==> config.mk <==
export PLATFORM = sky130hd
export DESIGN_NAME = display_scan_flat
export DESIGN_NICKNAME = d
export VERILOG_FILES = /design/src/rtl/display_pkg.sv /design/src/rtl/display_scan_if.sv /design/src/rtl/bin2bcd_iter.sv /design/src/rtl/display_scan.sv /design/src/flat_wrapper.sv
export SDC_FILE = /design/constraint.sdc
export NUM_CORES = 1
export LEC_CHECK = 0
export ABC_AREA = 1
export CELL_PAD_IN_SITES_DETAIL_PLACEMENT = 1
export CELL_PAD_IN_SITES_GLOBAL_PLACEMENT = 2
export CORE_ASPECT_RATIO = 1.4
export CORE_MARGIN = 2
export CORE_UTILIZATION = 34
export CTS_CLUSTER_SIZE = 8
export DETAILED_ROUTE_END_ITERATION = 8
export GPL_TIMING_DRIVEN = 0
export PLACE_DENSITY = 0.82
export SETUP_SLACK_MARGIN = 0.15
export SYNTH_ARGS = -nofsm -noshare
export SYNTH_HDL_FRONTEND = slang
export SYNTH_SLANG_ARGS = --single-unit
==> constraint.sdc <==
create_clock -name clk -period 2.7 [get_ports clk]
set_input_delay 0.27 -clock clk [delete_from_list [all_inputs] [get_ports clk]]
set_output_delay 0.27 -clock clk [all_outputs]
set_load 0.01 [all_outputs]
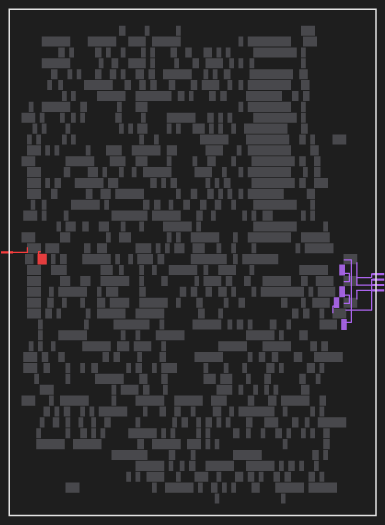
Fig. 1. Port wiring (run 1).
(4 px per um)
legend:
  red:
    port: bus_valid_i
    bits: 1
    direction: input
    edge: left
    end_cells: 1
    buffers: 1
    wire: 7.60 um
  purple:
    port: bus_an_o
    bits: 4
    direction: output
    edge: right
    end_cells: 4
    buffers: 4
    wire: 66.7 um
I/O pin count: 29
Buffers on Ports: 28

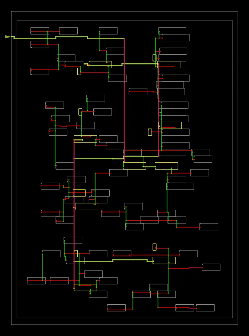
Fig. 2. Clock nets (run 1).
Post-Route Skew: 8.904 ps
CTS Sinks: 73
Num CTS Buffers: 9
P_clk: 1.06 mW

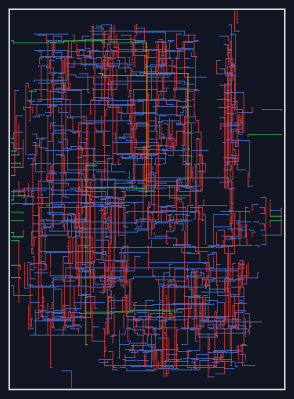
Fig. 3. Metal layers overlaid (run 1).
(3 px per um)
legend:
  blue:
    layer: met1
    wire_length: 3,810 um
  red:
    layer: met2
    wire_length: 4,880 um
  orange:
    layer: met4
    wire_length: 147 um
  green:
    layer: met3
    wire_length: 228 um
GRT Resource Usage Total: 0.1703
routed length per instance: 13.78 um

==> results.json, run 1 <==
{
  "top_logic_kind": "simple AND/OR/NAND/NOR gates",
  "num_rows": 44,
  "cp_max_fo": 9,
  "rsz0062_at_grt": "false",
  "comb_share": 0.3869,
  "slowest_delay_ps": 480,
  "use_met3": 0.03648,
  "comb_area_um2": 1683,
  "switchingPower_uw": 560.5,
  "inv_count": 60,
  "synth.top_cell.area_share": 0.3146,
  "cts_setup_buffers": 0,
  "hpwl_mm": 7.050,
  "cts_root_buf": "clkbuf_16",
  "clk_path_buf_depth": 2,
  "critPathLaunchType": "flop",
  "reg2reg_depth": 7,
  "largest_cell_class": "logic gates",
  "p_int_mw": 1.882,
  "drc": 0,
  "initCoreUtil": 0.3486,
  "grt_pass1_vias": 3365,
  "tightest_slew_ps": 541.3,
  "switching_share": 0.2295,
  "buf_share": 0.08688,
  "dr.pass1.iters": 4,
  "place.gp.congestion": 0.8107,
  "routed-wl-met2_mm": 4.882,
  "viasPerCell": 4.892,
  "cp_data_required_time_ps": 2430,
  "clk_pin_slew_worst_paths_ps": 50,
  "clkPwrFrac": 0.436,
  "synth-edff-count": 16,
  "r2r_slack_ps": 1010,
  "layout_top_cell": "nand2_1",
  "die_w_um": 91.30,
  "grt.busiest_layer": "met2",
  "yosys_warnings": 0,
  "clk_share": 0.06013,
  "ys_ff": 73,
  "largest_reg_flops": 30,
  "seq_area_frac": 0.3728,
  "cts_hold_buf": 0,
  "adder_share": 0.05174,
  "post-route-util": 0.4180,
  "critPathCaptureType": "output port",
  "ys_area_um2": 3627,
  "ys_cells": 475,
  "nets": 547,
  "avgSynthCellArea_um2": 7.636,
  "power_frac_seq": 0.478,
  "num-fill-cells": 1288,
  "vias": 3219,
  "hold_path_class": "reg -> reg",
  "post-route-period-util": 0.8239,
  "dp_slack_ps": 450.5,
  "mux_area_frac": 0,
  "n_sequential_cell": 73,
  "routed_wl_mm": 9.067,
  "hold_viol": 0,
  "grtUsageMet1": 0.1837,
  "yosysTopAreaCell": "dfxtp_1",
  "comb_cells": 328,
  "met2_usage": 0.3251,
  "finalCriticalPeriod_ps": 2225,
  "whs_path_depth": 2,
  "cp_top_family": "buffers and inverters",
  "peakVddDrop_uv": 329.2,
  "openroad.warnings": 34,
  "cts_tree": "built",
  "status": "finished clean",
  "finalSetupViolCount": 0,
  "final_cell_mix": "109 x nand2_1, 57 x dfxtp_1, 55 x inv_1, 49 x nor2_1, 45 x a21oi_1",
  "grt_max_degree": 14,
  "htreeDepth": 3,
  "finalInstanceArea_um2": 4349,
  "antenna_found_initial": 0,
  "synthXorXnorAreaFrac": 0.01207,
  "cp_data_arrival_time_ps": 1950,
  "drive_above_1_share": 0.07115,
  "syn_area_um2": 3627,
  "async_flop_share": 0,
  "synth-simple-area-share": 0.2670,
  "path_depth": 5,
  "dr.max_layer_used": "met4",
  "area_leaders": "dfxtp_1 31%, edfxtp_1 13%, nand2_1 11%, a21oi_1 6.2%, inv_1 5.7%",
  "slew_headroom": 0.6391,
  "slew_violations": 0,
  "register_area_um2": 1622,
  "slowest_stage": "clkdlybuf4s50_1",
  "fp.dieH_um": 126.2,
  "buffers": 43,
  "setup_ws_ps": 475.4,
  "path_cells": "clkbuf_1 -> inv_1 -> nor2_1 -> o22ai_1 -> clkdlybuf4s50_1",
  "p_total_mw": 2.443,
  "ant_nets": 0,
  "ys_types": 36
}
run 1: kinds of logic (layout without fill, tap and decap cells):
logic type                 after synthesis  count (layout)
AOI/OAI and AO/OA                       88              88
xor gates and xnor gates                 5               5
adders and majority gates               15              15
buffers and inverters                   74             119
DFF                                     73              73
and+or+nand+nor                        220             220
run 1: Yosys cell counts, types with 3 or more instances:
library cell,instances
nand2_1,109
dfxtp_1,57
inv_1,55
nor2_1,49
a21oi_1,45
nand3_1,32
o21ai_0,25
edfxtp_1,16
ha_1,15
nand4_1,10
clkbuf_1,6
nor3_1,5
a21boi_0,4
buf_6,4
o22ai_1,4
xor2_1,4
buf_2,3
inv_2,3
nor2_2,3
o21a_1,3
run 1: metrics by stage:
| stage | TNS [ps] | cells | hold slack, ps |
|---|---|---|---|
| 6_report | 0 | 658 | 460.1 |
| 5_1_grt | 0 | 658 | 491.5 |
| 4_1_cts | 0 | 658 | 462.6 |
| 3_5_place_dp | 0 | 642 | 454.2 |
| 3_3_place_gp | -282.9 | 641 | 445.1 |
| 2_1_floorplan | 0 | 475 | 416.5 |
run 1: worst register-to-register path, stage by stage (launching register included):
cell     delay, ps
dfxtp_1        360
ha_1           230
nand3_2        140
nor2_1         310
nand2_2        180
nand2_4        140
buf_6          170
a21oi_1         60
run 1: power groups by stage:
stage / clock network [mW] / registers [mW] / logic, mW
after floorplan: 0 / 1.19 / 0.127
after global placement: 0 / 1.19 / 0.209
after detailed placement: 0 / 1.19 / 0.215
after CTS: 1.09 / 1.17 / 0.216
after global routing: 1.14 / 1.17 / 0.237
final: 1.06 / 1.17 / 0.210
==> run 2, diff against run 1 <==
clock period = 2.1 ns   (was 2.7 ns; I/O delays follow)
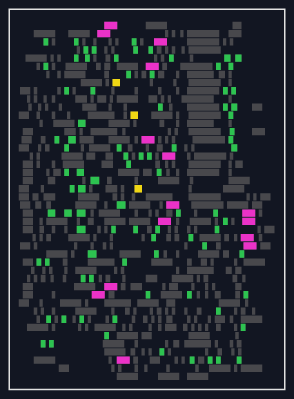
Fig. 4. Selected gate families (run 2).
(3 px per um)
legend:
  yellow:
    family: AND-OR and OR-AND gates
    cells: 3
    most_used: o21a_1
  green:
    family: inverting AOI/OAI gates
    cells: 85
    most_used: a21oi_1
    where: spread over the die
  magenta:
    family: adder and majority cells
    cells: 15
    most_used: ha_1
final cell count without fillers: 657
logic share of the area: 0.3864
most numerous logic cell after layout: nand2_1

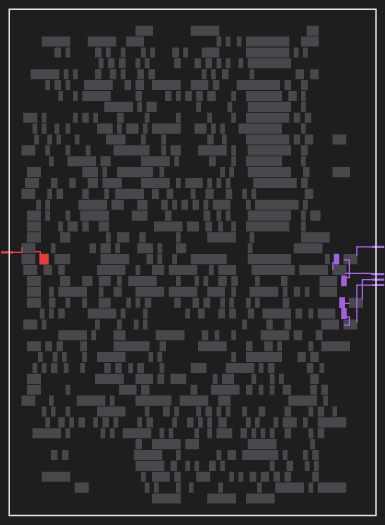
Fig. 5. Port wiring (run 2).
(4 px per um)
legend:
  purple:
    port: bus_an_o
    bits: 4
    direction: output
    edge: right
    end_cells: 4
    buffers: 4
    wire: 49.7 um
  red:
    port: bus_valid_i
    bits: 1
    direction: input
    edge: left
    end_cells: 1
    buffers: 1
    wire: 7.10 um

==> results.json, run 2 <==
{
  "path_cells": "clkbuf_4 -> inv_4 -> nor2_1 -> o22ai_1 -> clkdlybuf4s50_1",
  "num-fill-cells": 1283,
  "finalCriticalPeriod_ps": 1858,
  "ys_ff": 73,
  "post-route-period-util": 0.8848,
  "yosysMostFrequentCell": "nand2_1",
  "peakVddDrop_uv": 345.0,
  "wl_per_cell_um": 13.69,
  "slew_violations": 0,
  "final_cell_mix": "109 x nand2_1, 57 x dfxtp_1, 54 x inv_1, 49 x nor2_1, 45 x a21oi_1",
  "r2r_slack_ps": 420,
  "ys_area_um2": 3627,
  "yosys_warnings": 0,
  "hpwl_mm": 6.910,
  "clk_latency_ps": 330,
  "antenna_cells": 0,
  "grt_first_pass_wirelength_mm": 15.58,
  "synth_nets": 507,
  "cp_max_fo": 9,
  "ys_cells": 475,
  "vias": 3181,
  "critPathLaunchType": "flop",
  "whs_path_depth": 2,
  "num_io_pins": 29,
  "clk_path_buf_depth": 2,
  "synth.top_cell.area_share": 0.3146,
  "cp_data_arrival_time_ps": 1650,
  "cp_top_family": "buffers and inverters",
  "dr.pass1.iters": 4,
  "grt_pass1_vias": 3400,
  "ys_types": 36,
  "p_total_mw": 3.184,
  "netlist_instances": 475,
  "antenna_found_initial": 0,
  "place.gp.congestion": 0.8021,
  "cts_buffers": 9,
  "die_w_um": 91.30,
  "hold_viol": 0,
  "clk_pin_slew_worst_paths_ps": 50,
  "area_leaders": "dfxtp_1 31%, edfxtp_1 13%, nand2_1 11%, a21oi_1 6.2%, inv_1 5.7%",
  "rsz0062_at_grt": "false",
  "async_flop_share": 0,
  "viasPerCell": 4.842,
  "io_buffers": 28,
  "tightest_slew_ps": 748.4,
  "fmax_mhz": 538.2,
  "path_depth": 5,
  "common_cells": "109 x nand2_1, 57 x dfxtp_1, 55 x inv_1",
  "ant_nets": 0,
  "nets": 546,
  "slowest_stage": "clkdlybuf4s50_1",
  "post-route-util": 0.4196,
  "status": "finished clean",
  "grt_max_degree": 17,
  "cts.sinks": 73,
  "crit_type": "reg -> out",
  "slew_headroom": 0.5010,
  "fin_worst_skew_ps": 3.946,
  "core_area_um2": 10410,
  "cts_tree": "built",
  "cts_root_buf": "clkbuf_16",
  "initCoreUtil": 0.3486,
  "num_rows": 44,
  "yosysTopAreaCell": "dfxtp_1",
  "routed_wl_mm": 8.997,
  "ys_seq_share": 0.4471,
  "dieArea_um2": 11520,
  "largest_reg_flops": 30,
  "finalSetupViolCount": 0,
  "cp_data_required_time_ps": 1890,
  "hold_path_class": "reg -> reg",
  "syn_area_um2": 3627,
  "avgSynthCellArea_um2": 7.636,
  "reg2reg_depth": 7,
  "fp.dieH_um": 126.2,
  "drive_above_1_share": 0.07707,
  "htreeDepth": 3,
  "openroad.warnings": 35,
  "synth-edff-count": 16,
  "slowest_delay_ps": 560,
  "ff_type": "dfxtp_1",
  "critPathCaptureType": "output port",
  "drc": 0,
  "grt.total_usage": 0.1704
}
run 2: layer usage:
metal | GRT usage | vias up | part of all wire
li1 | - | 1631 | -
met1 | 0.1884 | 1494 | 0.42
met2 | 0.3176 | 42 | 0.53
met3 | 0.03050 | 14 | 0.024
met4 | 0.06952 | 0 | 0.023
met5 | 0 | - | 0
run 2: worst min-delay path: cells and delay by family, from the launching register on:
| kind | cells | cell delay [ps] |
|---|---|---|
| DFF | 1 | 300 |
| and+or+nand+nor | 1 | 60 |
| AOI/OAI and AO/OA | 1 | 50 |
run 2: cells by family after synthesis:
group	Yosys count	synth area share
simple gates	220	0.2670
xor+xnor	5	0.01207
fa+ha+maj	15	0.05174
compound gates	88	0.1331
buf+inv	74	0.08900
flops	73	0.4470
run 2: power by group:
group | switching [mW] | internal [mW]
registers | 0.0256 | 1.48
clock network | 0.546 | 0.867
logic | 0.162 | 0.107
total | 0.733 | 2.45
run 2: repair_timing:
action / 4_1_cts / 5_1_grt
setup endpoints to repair: 20 / 3
resized: 4 / 5
buffers inserted: 0 / 0
hold buffers: 0 / 0
run 2: cell type report:
type,count,area [um^2],area share
multi-input cells,328,1687,0.3864
flip-flops and latches,73,1622,0.3715
repair buffers,28,284.0,0.06506
clock buffers,16,271.5,0.06220
inverters,60,235.2,0.05388
well taps,138,172.7,0.03955
plain buffers,14,93.84,0.02150
run 2: metrics by stage:
stage / area, um^2 / TNS [ps] / instances / setup WS, ps / hold WS, ps
after floorplan: 3627 / 0 / 475 / 411.6 / 356.5
after global placement: 4080 / -3716 / 641 / -232.8 / 444.0
after CTS: 4355 / 0 / 657 / 127.5 / 469.8
after detailed placement: 4080 / -4065 / 641 / -254.6 / 461.3
after global routing: 4365 / 0 / 657 / 168.8 / 489.7
final: 4365 / 0 / 657 / 242.0 / 464.1
Power figures rest on the tool's default switching activity, not on a simulated workload.
